File: config.mk
export PLATFORM = sky130hd
export DESIGN_NAME = bellek_test_denetleyici
export DESIGN_NICKNAME = d
export VERILOG_FILES = /design/src/rtl/bellek_test_denetleyici.sv
export SDC_FILE = /design/constraint.sdc
export NUM_CORES = 1
export LEC_CHECK = 0
export ABC_AREA = 1
export ABC_CLOCK_PERIOD_IN_PS = 3200
export CORE_MARGIN = 1
export CORE_UTILIZATION = 55
export CTS_BUF_LIST = sky130_fd_sc_hd__clkbuf_8
export DETAILED_ROUTE_END_ITERATION = 16
export GPL_ROUTABILITY_DRIVEN = 1
export GPL_TIMING_DRIVEN = 0
export PLACE_DENSITY = 0.93
export SLEW_MARGIN = 0
export SYNTH_ARGS = -nofsm -noshare
export SYNTH_HDL_FRONTEND = slang
export SYNTH_SLANG_ARGS = --single-unit
File: constraint.sdc
create_clock -name clk -period 3.2 [get_ports clk]
set_clock_uncertainty 0.15 [all_clocks]
set_input_delay 0.64 -clock clk [delete_from_list [all_inputs] [get_ports clk]]
set_output_delay 0.64 -clock clk [all_outputs]
set_load 0.01 [all_outputs]
File: src/rtl/bellek_test_denetleyici.sv
// Memory test controller: writes a seeded incrementing pattern, reads it back and counts mismatches.
// Optional inverted second pass is built when BELLEK_TEST_TERS_GECIS_EN is defined.
module bellek_test_denetleyici #(
    parameter int ADDR_WIDTH = 4,
    parameter int DATA_WIDTH = 16,
    parameter int DEPTH      = 16
) (
    input  logic                    clk,
    input  logic                    rst_n,
    input  logic                    basla,
    input  logic [DATA_WIDTH-1:0]   tohum,
    output logic                    ram_cs,
    output logic                    ram_we,
    output logic                    ram_oe,
    output logic [ADDR_WIDTH-1:0]   ram_yaz_addr,
    output logic [ADDR_WIDTH-1:0]   ram_oku_addr,
    output logic [DATA_WIDTH-1:0]   ram_data,
    input  logic [DATA_WIDTH-1:0]   ram_oku_data,
    output logic                    mesgul,
    output logic                    bitti,
    output logic                    hata,
    output logic [ADDR_WIDTH+1:0]   hata_sayisi,
    output logic [ADDR_WIDTH-1:0]   ilk_hata_addr
);

    typedef enum logic [2:0] {
        BOSTA,
        YAZ,
        OKU,
        BOSALT,
        SON
    } durum_t;

    localparam logic [ADDR_WIDTH-1:0] SON_IDX = ADDR_WIDTH'(DEPTH - 1);

    durum_t                  durum, durum_d;
    logic [ADDR_WIDTH-1:0]   idx, idx_d;
    logic [DATA_WIDTH-1:0]   tohum_r, tohum_d;
    logic                    basla_kabul;
    logic                    son_adres;

`ifdef BELLEK_TEST_TERS_GECIS_EN
    logic                    ters, ters_d;
`else
    localparam logic         ters   = 1'b0;
    localparam logic         ters_d = 1'b0;
`endif

    logic                    cs_d, we_d, oe_d;
    logic [ADDR_WIDTH-1:0]   yaz_addr_d, oku_addr_d;
    logic [DATA_WIDTH-1:0]   data_d;

    logic                    oku_gecerli;
    logic [DATA_WIDTH-1:0]   okunan, beklenen;
    logic [ADDR_WIDTH-1:0]   oku_idx;
    logic                    uyusmazlik;

    function automatic logic [DATA_WIDTH-1:0] desen(
        input logic [DATA_WIDTH-1:0] t,
        input logic [ADDR_WIDTH-1:0] k,
        input logic                  tr
    );
        desen = (t + DATA_WIDTH'(k)) ^ {DATA_WIDTH{tr}};
    endfunction

    always_comb begin
        durum_d     = durum;
        idx_d       = idx;
        tohum_d     = tohum_r;
        basla_kabul = 1'b0;
`ifdef BELLEK_TEST_TERS_GECIS_EN
        ters_d      = ters;
`endif
        son_adres   = (idx == SON_IDX);

        case (durum)
            BOSTA, SON: begin
                if (basla) begin
                    basla_kabul = 1'b1;
                    durum_d     = YAZ;
                    idx_d       = '0;
                    tohum_d     = tohum;
`ifdef BELLEK_TEST_TERS_GECIS_EN
                    ters_d      = 1'b0;
`endif
                end
            end
            YAZ: begin
                if (son_adres) begin
                    durum_d = OKU;
                    idx_d   = '0;
                end else begin
                    idx_d = idx + 1'b1;
                end
            end
            OKU: begin
                if (son_adres) begin
                    durum_d = BOSALT;
                end else begin
                    idx_d = idx + 1'b1;
                end
            end
            BOSALT: begin
`ifdef BELLEK_TEST_TERS_GECIS_EN
                if (!ters) begin
                    durum_d = YAZ;
                    idx_d   = '0;
                    ters_d  = 1'b1;
                end else begin
                    durum_d = SON;
                end
`else
                durum_d = SON;
`endif
            end
            default: durum_d = BOSTA;
        endcase
    end

    // Bus outputs are registered from the next state so they line up with it.
    always_comb begin
        cs_d       = durum_d inside {YAZ, OKU, BOSALT};
        we_d       = (durum_d == YAZ);
        oe_d       = durum_d inside {OKU, BOSALT};
        yaz_addr_d = ram_yaz_addr;
        oku_addr_d = ram_oku_addr;
        data_d     = ram_data;
        if (durum_d == YAZ) begin
            yaz_addr_d = idx_d;
            data_d     = desen(tohum_d, idx_d, ters_d);
        end
        if (durum_d == OKU) begin
            oku_addr_d = idx_d;
        end
    end

    always_ff @(posedge clk or negedge rst_n) begin
        if (!rst_n) begin
            durum        <= BOSTA;
            idx          <= '0;
            tohum_r      <= '0;
`ifdef BELLEK_TEST_TERS_GECIS_EN
            ters         <= 1'b0;
`endif
            ram_cs       <= 1'b0;
            ram_we       <= 1'b0;
            ram_oe       <= 1'b0;
            ram_yaz_addr <= '0;
            ram_oku_addr <= '0;
            ram_data     <= '0;
        end else begin
            durum        <= durum_d;
            idx          <= idx_d;
            tohum_r      <= tohum_d;
`ifdef BELLEK_TEST_TERS_GECIS_EN
            ters         <= ters_d;
`endif
            ram_cs       <= cs_d;
            ram_we       <= we_d;
            ram_oe       <= oe_d;
            ram_yaz_addr <= yaz_addr_d;
            ram_oku_addr <= oku_addr_d;
            ram_data     <= data_d;
        end
    end

    // Read data for the address driven this cycle is valid at this edge.
    always_ff @(posedge clk or negedge rst_n) begin
        if (!rst_n) begin
            oku_gecerli <= 1'b0;
            okunan      <= '0;
            beklenen    <= '0;
            oku_idx     <= '0;
        end else begin
            oku_gecerli <= (durum == OKU);
            okunan      <= ram_oku_data;
            beklenen    <= desen(tohum_r, idx, ters);
            oku_idx     <= idx;
        end
    end

    assign uyusmazlik = oku_gecerli && (okunan != beklenen);

    always_ff @(posedge clk or negedge rst_n) begin
        if (!rst_n) begin
            hata_sayisi   <= '0;
            ilk_hata_addr <= '0;
        end else if (basla_kabul) begin
            hata_sayisi   <= '0;
            ilk_hata_addr <= '0;
        end else if (uyusmazlik) begin
            if (!(&hata_sayisi)) begin
                hata_sayisi <= hata_sayisi + 1'b1;
            end
            if (hata_sayisi == '0) begin
                ilk_hata_addr <= oku_idx;
            end
        end
    end

    assign mesgul = durum inside {YAZ, OKU, BOSALT};
    assign bitti  = (durum == SON);
    assign hata   = (hata_sayisi != '0);

endmodule

==> Table 3: Implementation characteristics, run 1 <==
Implementation parameters

Parameter                              Value

Worst setup path
  Type of destination of the critical path .................. flop
  Buffer-and-inverter tally for the worst setup path .................. 3
  Total stage count of the critical path .................. 17
  Data required time at the worst endpoint .................. about 3.3 ns
  R2R depth .................. 17
  Largest driver fanout on the critical path .................. 10

Final timing
  Hold_ws .................. 0.0797 ns
  Number of setup violations in the final report .................. 0
  Min Tclk post-route .................. 3.07 ns
  Worst slew slack as a fraction of its limit .................. between 60 and 70%
  Final-report max-slew violation count .................. 0

Job
  Total number of warnings across the stage logs .................. 27
  Max Cap Violations .................. 0

Logic synthesis
  Library cells used by synthesis .................. 37
  Area figure in the yosys stat output .................. 4720 sq um
  Top-area cell type share of the netlist area .................. 51.4%
  Flops out of synthesis .................. slightly below 100
  Syn Inst Count .................. 553
  Library cell with the largest summed area after synthesis .................. dfrtp_1
  Cell area after technology mapping .................. approximately 4700 sq um
  Post-Synthesis Net Count .................. 602
  Synth Area in Simple Gates .................. roughly 28%
  Main logic family after synthesis .................. simple AND/OR/NAND/NOR gates
  Number of synthesized flops with an enable pin .................. 0
  Most common library cells after synthesis .................. nand2_1 (160), dfrtp_1 (97), inv_1 (72)
  Sequential element share of the synthesized area .................. 51.4%

Clock tree
  Source-to-sink clock delay at the later pin of the worst-skew pair .................. 0.37 ns
  Number of setup buffers added after CTS .................. 0
  Clock tree from TritonCTS .................. built
  Level count of the clock H-tree .................. 3
  Number of buffers inserted for hold repair after clock tree synthesis .................. 0
  Master cell of the clock root buffer .................. clkbuf_8

Layout
  Commonest non-fill, non-tap cells in the layout .................. nand2_1 (158), dfrtp_1 (95), inv_1 (72), clkdlybuf4s50_1 (72), nor2_1 (50)
  Area Overhead vs Synth .................. 24.4%
  Area occupied by multi-input gates .................. between 1500 and 2000 sq um
  Area-dominant cell class after layout .................. sequential cells
  Antenna cells .................. 0

Global route
  Total congestion overflow after global routing .................. 0
  Via count of the first global-routing pass .................. between 3,000 and 4,000
  Largest net degree at the start of global routing .................. 60

Placed design
  Final HPWL from detailed placement .................. between 7000 and 8000 um
  Instance area at placement .................. 5620 sq um

Routing
  Post-route ant nets .................. 0
  Iter 0 DRT Violations .................. 158
  Via count normalized by instance count .................. 5.17
  Routed wire length .................. 10,400 um
  Sum of met3 wire segment lengths after detailed routing .................. 572 um
  Wire length on met1 .................. approximately 4300 um

Die
  Die extent in x .................. between 90 and 100 um
  Core Region .................. 8260 sq um
  DIE HEIGHT .................. between 90 and 100 um
  Starting utilization of the core area .................. 57.2%
  Total die size .................. 8960 sq um

Power and ir drop
  Proportion of power drawn by flip-flops and latches .................. between 30% and 40%
  Relative contribution of the clock network to total power .................. 14.3%
  Switching power summed over all nets .................. 2290 uW

Worst hold path
  Hold Crit Class .................. input port to async pin

Outcome
  Status .................. finished, final reports clean
-- run 1: power groups by stage --
stage | combinational, uW | sequential, uW | clock [uW]
floorplan | 1610 | 2060 | 0
global placement | 2450 | 2030 | 0
detailed placement | 2580 | 2050 | 0
CTS | 2630 | 2030 | 811
global route | 3020 | 2080 | 855
finish | 2710 | 2030 | 794
-- run 1: through the flow --
step / util, % / TNS [ns] / instances / power [uW] / worst slack [ns]
final: 71.1 / 0 / 755 / 5530 / 0.133
after global routing: 71.1 / -0.0508 / 755 / 5960 / -0.0230
after CTS: 70.4 / 0 / 749 / 5470 / 0.0341
after detailed placement: 68.0 / -4.32 / 733 / 4630 / -0.449
after global placement: 67.7 / -196.48 / 732 / 4470 / -2.00
after floorplan: - / 0 / 553 / 3670 / 0.458
Fig. 1: run 1, where the registers sit
Bar = 20 um.
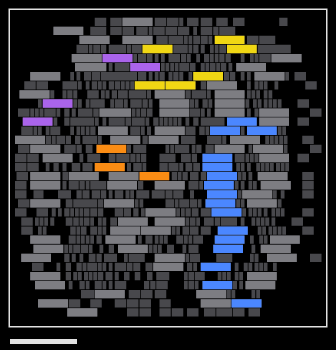
ram_yaz_addr -> purple  # flops 4, where upper left
hata_sayisi -> yellow  # flops 6, where top centre
beklenen -> blue  # flops 16
durum -> orange  # flops 3
not coloured = 68

Fig. 2: run 1, selected gate families
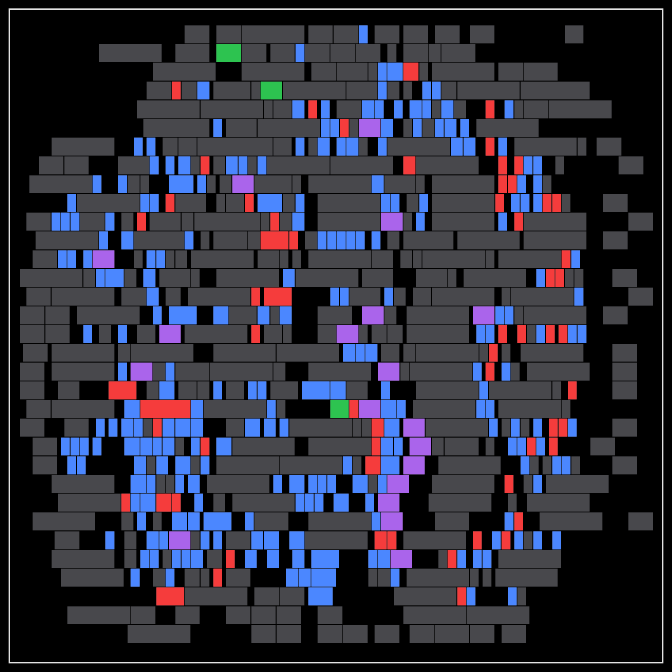
AND-OR and OR-AND gates -> green  # cells 3
NOR gates -> red  # cells 61
NAND gates -> blue  # cells 232, where spread over the die
XOR/XNOR gates -> purple  # cells 19
most frequent standard cell in the layout excluding fill and tap cells: nand2_1
non-filler cells in the finished layout: 755
multi-input combinational area share: 33.2%

Fig. 3: run 1, track usage over the die
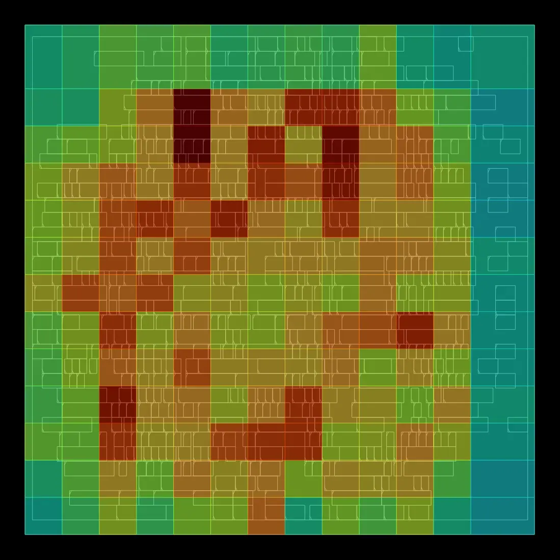
grt met3 use: 4.99%
mean routed wirelength per cell: 13.7 um
global routing usage on met2: 41.2%
M1 GR Usage: 31.6%

Fig. 4: run 1, cell classes on the final placement
Bar = 20 um.
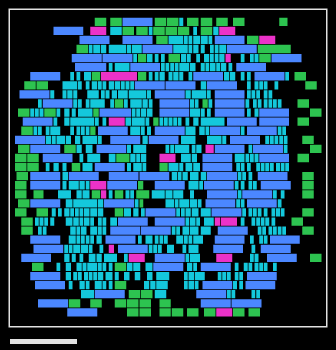
clock drivers and dummy loads -> magenta  # cells 16
flops -> blue  # cells 97
other buffers and delay cells -> green  # cells 92
combinational and other logic -> cyan  # cells 445

Fig. 5: run 1, routed clock nets over the placement
Bar = 20 um.
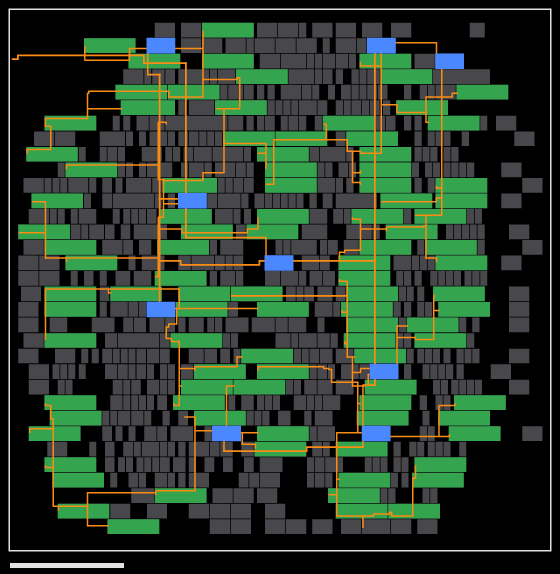

==> run 1 -> run 2 <==
SKIP_CTS_REPAIR_TIMING = 1   (was default)
Fig. 6: run 2, routed clock nets over the placement
Bar = 20 um.
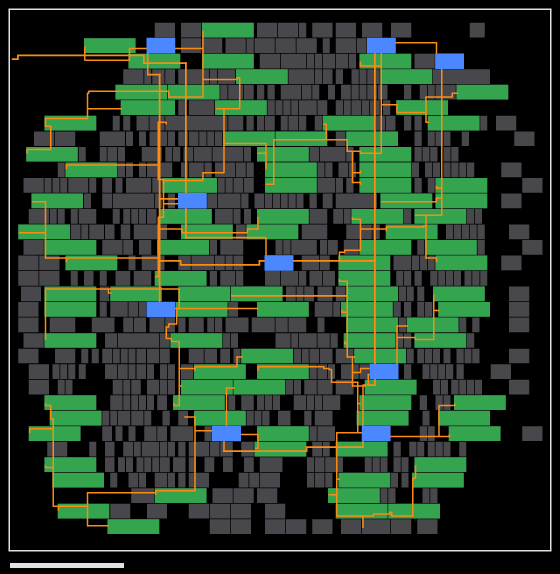
flip-flops -> green  # count 97
clock drivers -> blue  # count 9
clock wires -> orange  # length 1,090 um
flops lie = spread over the die
Power Clock: 793 uW
relative contribution of the clock network to total power: 14.3%
source-to-sink clock delay at the later pin of the worst-skew pair: 0.37 ns

==> run 2 against run 1 <==
  * Final cell count did not move
  * Utilization barely moved
  * Sequential cell count did not move
  * Hold slack barely moved
  * Highest routed layer unchanged
  * Setup slack got worse by 0.0027 ns
  * Largest cell class unchanged
  * Global-route usage did not move
  * Critical path depth did not move
  * Cell area barely moved
  * Routed wire length rose by 0.13%
  * Count of clock-buffer cells in the layout did not move
  * Sequential power barely moved
==> Table 3: Implementation characteristics, run 2 <==
Implementation parameters

Parameter                              Value

Power and ir drop
  Max power group .................. combinational cells
  Proportion of power drawn by flip-flops and latches .................. roughly 37%
  Seq pwr .................. 2030 uW
  Switching power summed over all nets .................. 2290 uW

Worst setup path
  R2R depth .................. 17
  Type of destination of the critical path .................. flop
  Data required time at the worst endpoint .................. around 3.3 ns
  Largest driver fanout on the critical path .................. 10

Logic synthesis
  Syn Inst Count .................. about 550
  Library cell with the largest summed area after synthesis .................. dfrtp_1
  Flops out of synthesis .................. 97
  Sequential element share of the synthesized area .................. approximately half
  Most common library cells after synthesis .................. nand2_1 (160), dfrtp_1 (97), inv_1 (72)
  Top-area cell type share of the netlist area .................. 51.4%

Final timing
  Final-report max-slew violation count .................. 0
  Hold_ws .................. 0.0795 ns
  Worst slew slack as a fraction of its limit .................. 68.0%
  Number of setup violations in the final report .................. 0
  Accumulated negative setup slack .................. 0 ns

Layout
  Antenna cells .................. 0
  Fin util .................. between 70% and 80%
  Area Overhead vs Synth .................. 24.5%
  Non-filler cells in the finished layout .................. ~760
  Commonest non-fill, non-tap cells in the layout .................. nand2_1 (158), dfrtp_1 (95), inv_1 (72), clkdlybuf4s50_1 (72), nor2_1 (50)

Outcome
  Status .................. finished, final reports clean

Clock tree
  Clock tree from TritonCTS .................. built
  Level count of the clock H-tree .................. 3
  Master cell of the clock root buffer .................. clkbuf_8

Global route
  Via count of the first global-routing pass .................. ~3,800
  Total congestion overflow after global routing .................. 0
  Global routing usage on met2 .................. 41.2%

Die
  Core Region .................. 8260 sq um
  DIE HEIGHT .................. 94.6 um
  Total die size .................. 8960 sq um

Job
  Total number of warnings across the stage logs .................. 27
  Max Cap Violations .................. 0

Routing
  Post-route ant nets .................. 0
  Iter 0 DRT Violations .................. 160
  Mean routed wirelength per cell .................. 13.8 um
  Routed wire length .................. a little over 10,000 um

Placed design
  Pre-CTS setup slack .................. -0.449 ns
  Final HPWL from detailed placement .................. ~7600 um
  Number of instances in the placed design .................. 733
  Instance area at placement .................. 5620 sq um
Fig. 7: run 2, where the registers sit
Bar = 20 um.
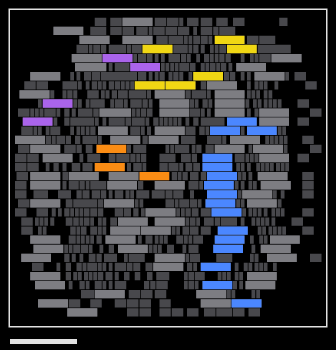
beklenen -> blue  # flops 16
durum -> orange  # flops 3
ram_yaz_addr -> purple  # flops 4, where upper left
hata_sayisi -> yellow  # flops 6, where top centre
not coloured = 68

## run 2: cell counts after synthesis
Identical to the previous run, type by type.
## run 2: kinds of logic (layout without fill, tap and decap cells)
| kind of cell | count (synthesis) | in the layout | synth area share (%) |
|---|---|---|---|
| adder cells (fa/ha/maj) | 14 | 14 | 4.03 |
| AND/OR/NAND/NOR | 294 | 294 | 28.0 |
| flip-flops | 97 | 97 | 51.4 |
| AND-OR/OR-AND | 42 | 42 | 5.43 |
| XOR/XNOR | 19 | 19 | 3.53 |
| buffers and inverters | 87 | 184 | 7.61 |
## run 2: area by class of cell
cell class,count,share of cell area [%]
sequential,97,41.4
multi-input combinational,369,33.1
timing repair buffer,81,13.8
inverter,76,4.86
clock buffer,10,2.34
tap,105,2.24
buffer,11,1.26
clock inverter,6,0.980
Fig. 8: run 2, track usage over the die
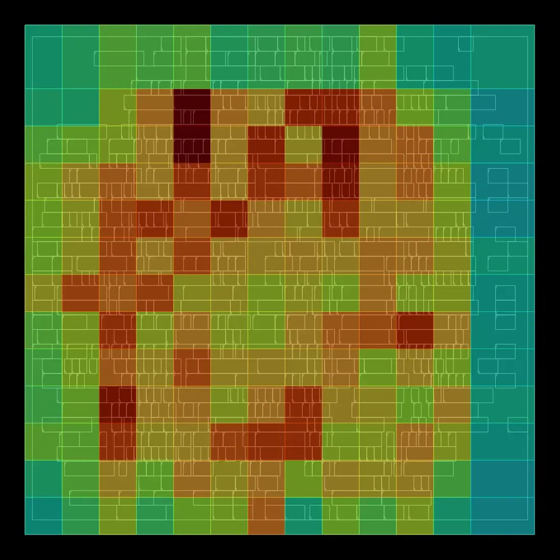

==> run 2 -> run 3 <==
CORE_MARGIN = 3   (was 1)
TNS_END_PERCENT = 50   (was default)
Fig. 9: run 3, track usage over the die
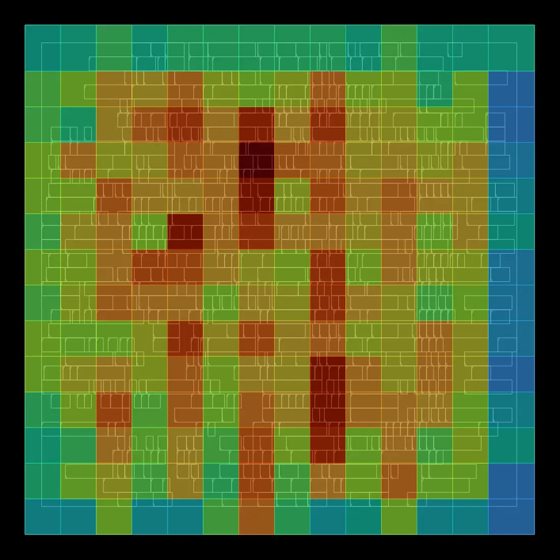
global routing usage on met2: 41.2%
most congested layer reported by global routing: met2
grt met3 use: 5.10%
mean routed wirelength per cell: 14.9 um

Fig. 10: run 3, cell classes on the final placement
Bar = 20 um.
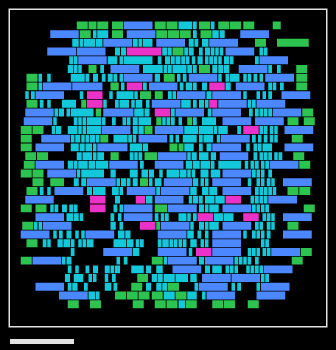
clock drivers and dummy loads -> magenta  # cells 16
combinational and other logic -> cyan  # cells 445
flops -> blue  # cells 97
other buffers and delay cells -> green  # cells 92
fin util: 71.9%
area of all placed cells without fillers: 5930 sq um
register share of the cell area: 41.0%

==> run 3 against run 2 <==
  * Total power is 2.5% higher
  * Cell area increased by 1.0%
  * Area after synthesis did not move
  * Global-route usage decreased by 1.6 points
  * Setup slack improved by 0.047 ns
  * Sequential share of layout area down 0.39 points
  * Fmax up 1.6%
  * Critical endpoint unchanged
==> Table 3: Implementation characteristics, run 3 <==
Implementation parameters

Parameter                              Value

Outcome
  Status .................. finished, final reports clean

Final timing
  Final setup slack of the worst path .................. ~0.18 ns
  Final-report max-slew violation count .................. 0
  Number of setup violations in the final report .................. 0
  Min Tclk post-route .................. 3.02 ns
  Worst slew slack as a fraction of its limit .................. just over 70%
  Accumulated negative setup slack .................. 0 ns
  Hold_ws .................. 0.0157 ns

Power and ir drop
  Overall Power .................. 5670 uW

Layout
  Commonest non-fill, non-tap cells in the layout .................. nand2_1 (158), dfrtp_1 (94), inv_1 (72), clkdlybuf4s50_1 (72), nor2_1 (49)
  Most frequent standard cell in the layout excluding fill and tap cells .................. nand2_1
  Non-filler cells in the finished layout .................. 755
  Antenna cells .................. 0
  Area Overhead vs Synth .................. 25.7%

Logic synthesis
  Area figure in the yosys stat output .................. 4720 sq um
  Adder and majority gate portion of the synthesized area .................. under 10%
  Flops out of synthesis .................. 97
  Top-area cell type share of the netlist area .................. 51.4%
  Library cell with the largest summed area after synthesis .................. dfrtp_1
  Main logic family after synthesis .................. simple AND/OR/NAND/NOR gates
  Library cells used by synthesis .................. 37
  Mux share .................. 0%
  Cell area after technology mapping .................. 4720 sq um
  Syn Inst Count .................. 553
  Post-Synthesis Net Count .................. 602
  Synth Area in Simple Gates .................. 28.0%
  Xor+xnor area frac .................. under 10%
  Most common library cells after synthesis .................. nand2_1 (160), dfrtp_1 (97), inv_1 (72)
  Sequential element share of the synthesized area .................. 51.4%

Placed design
  Final HPWL from detailed placement .................. 7880 um
  Instance area at placement .................. approximately 5600 sq um
  Pre-CTS setup slack .................. -0.424 ns

Worst setup path
  Data required time at the worst endpoint .................. 3.31 ns
  R2R depth .................. 17
  Total stage count of the critical path .................. 17
  Buffer-and-inverter tally for the worst setup path .................. 3
  Largest driver fanout on the critical path .................. 10

Die
  Total die size .................. 9730 sq um
  Die extent in x .................. slightly below 100 um
  DIE HEIGHT .................. 98.6 um

Worst hold path
  Hold Crit Class .................. input port to async pin

Clock tree
  Level count of the clock H-tree .................. 3
  Clock tree from TritonCTS .................. built
  Source-to-sink clock delay at the later pin of the worst-skew pair .................. 0.36 ns
  Master cell of the clock root buffer .................. clkbuf_8

Global route
  Largest net degree at the start of global routing .................. 78
  Via count of the first global-routing pass .................. 3,978
  Total congestion overflow after global routing .................. 0

Routing
  Iter 0 DRT Violations .................. 176
  Post-route ant nets .................. 0
  Routed wire length .................. 11,300 um

Job
  Max Cap Violations .................. 0
  Total number of warnings across the stage logs .................. 27
## run 3: power by group
part / switching (uW) / total (uW) / internal [uW]
logic: 1570 / 2750 / 1190
registers: 351 / 2050 / 1690
clock network: 422 / 871 / 449
## run 3: area by class of cell
cell class                      instances  area, sq um
Sequential cell                        97         2430
Fill cell                             612         2320
Multi-Input combinational cell        369         1970
Timing Repair Buffer                   81          813
Inverter                               76          285
Clock buffer                           13          179
Tap cell                              105          131
Buffer                                 11         73.8
Clock inverter                          3         46.3
## run 3: per-layer routing
metal / global-route usage, % / vias up / wire length (um)
li1: - / 1917 / -
met1: 30.0 / 1938 / 4740
met2: 41.2 / 118 / 5820
met3: 5.10 / 20 / 527
met4: 5.46 / 0 / 187
met5: 0 / - / 0
Power figures rest on the tool's default switching activity, not on a simulated workload.
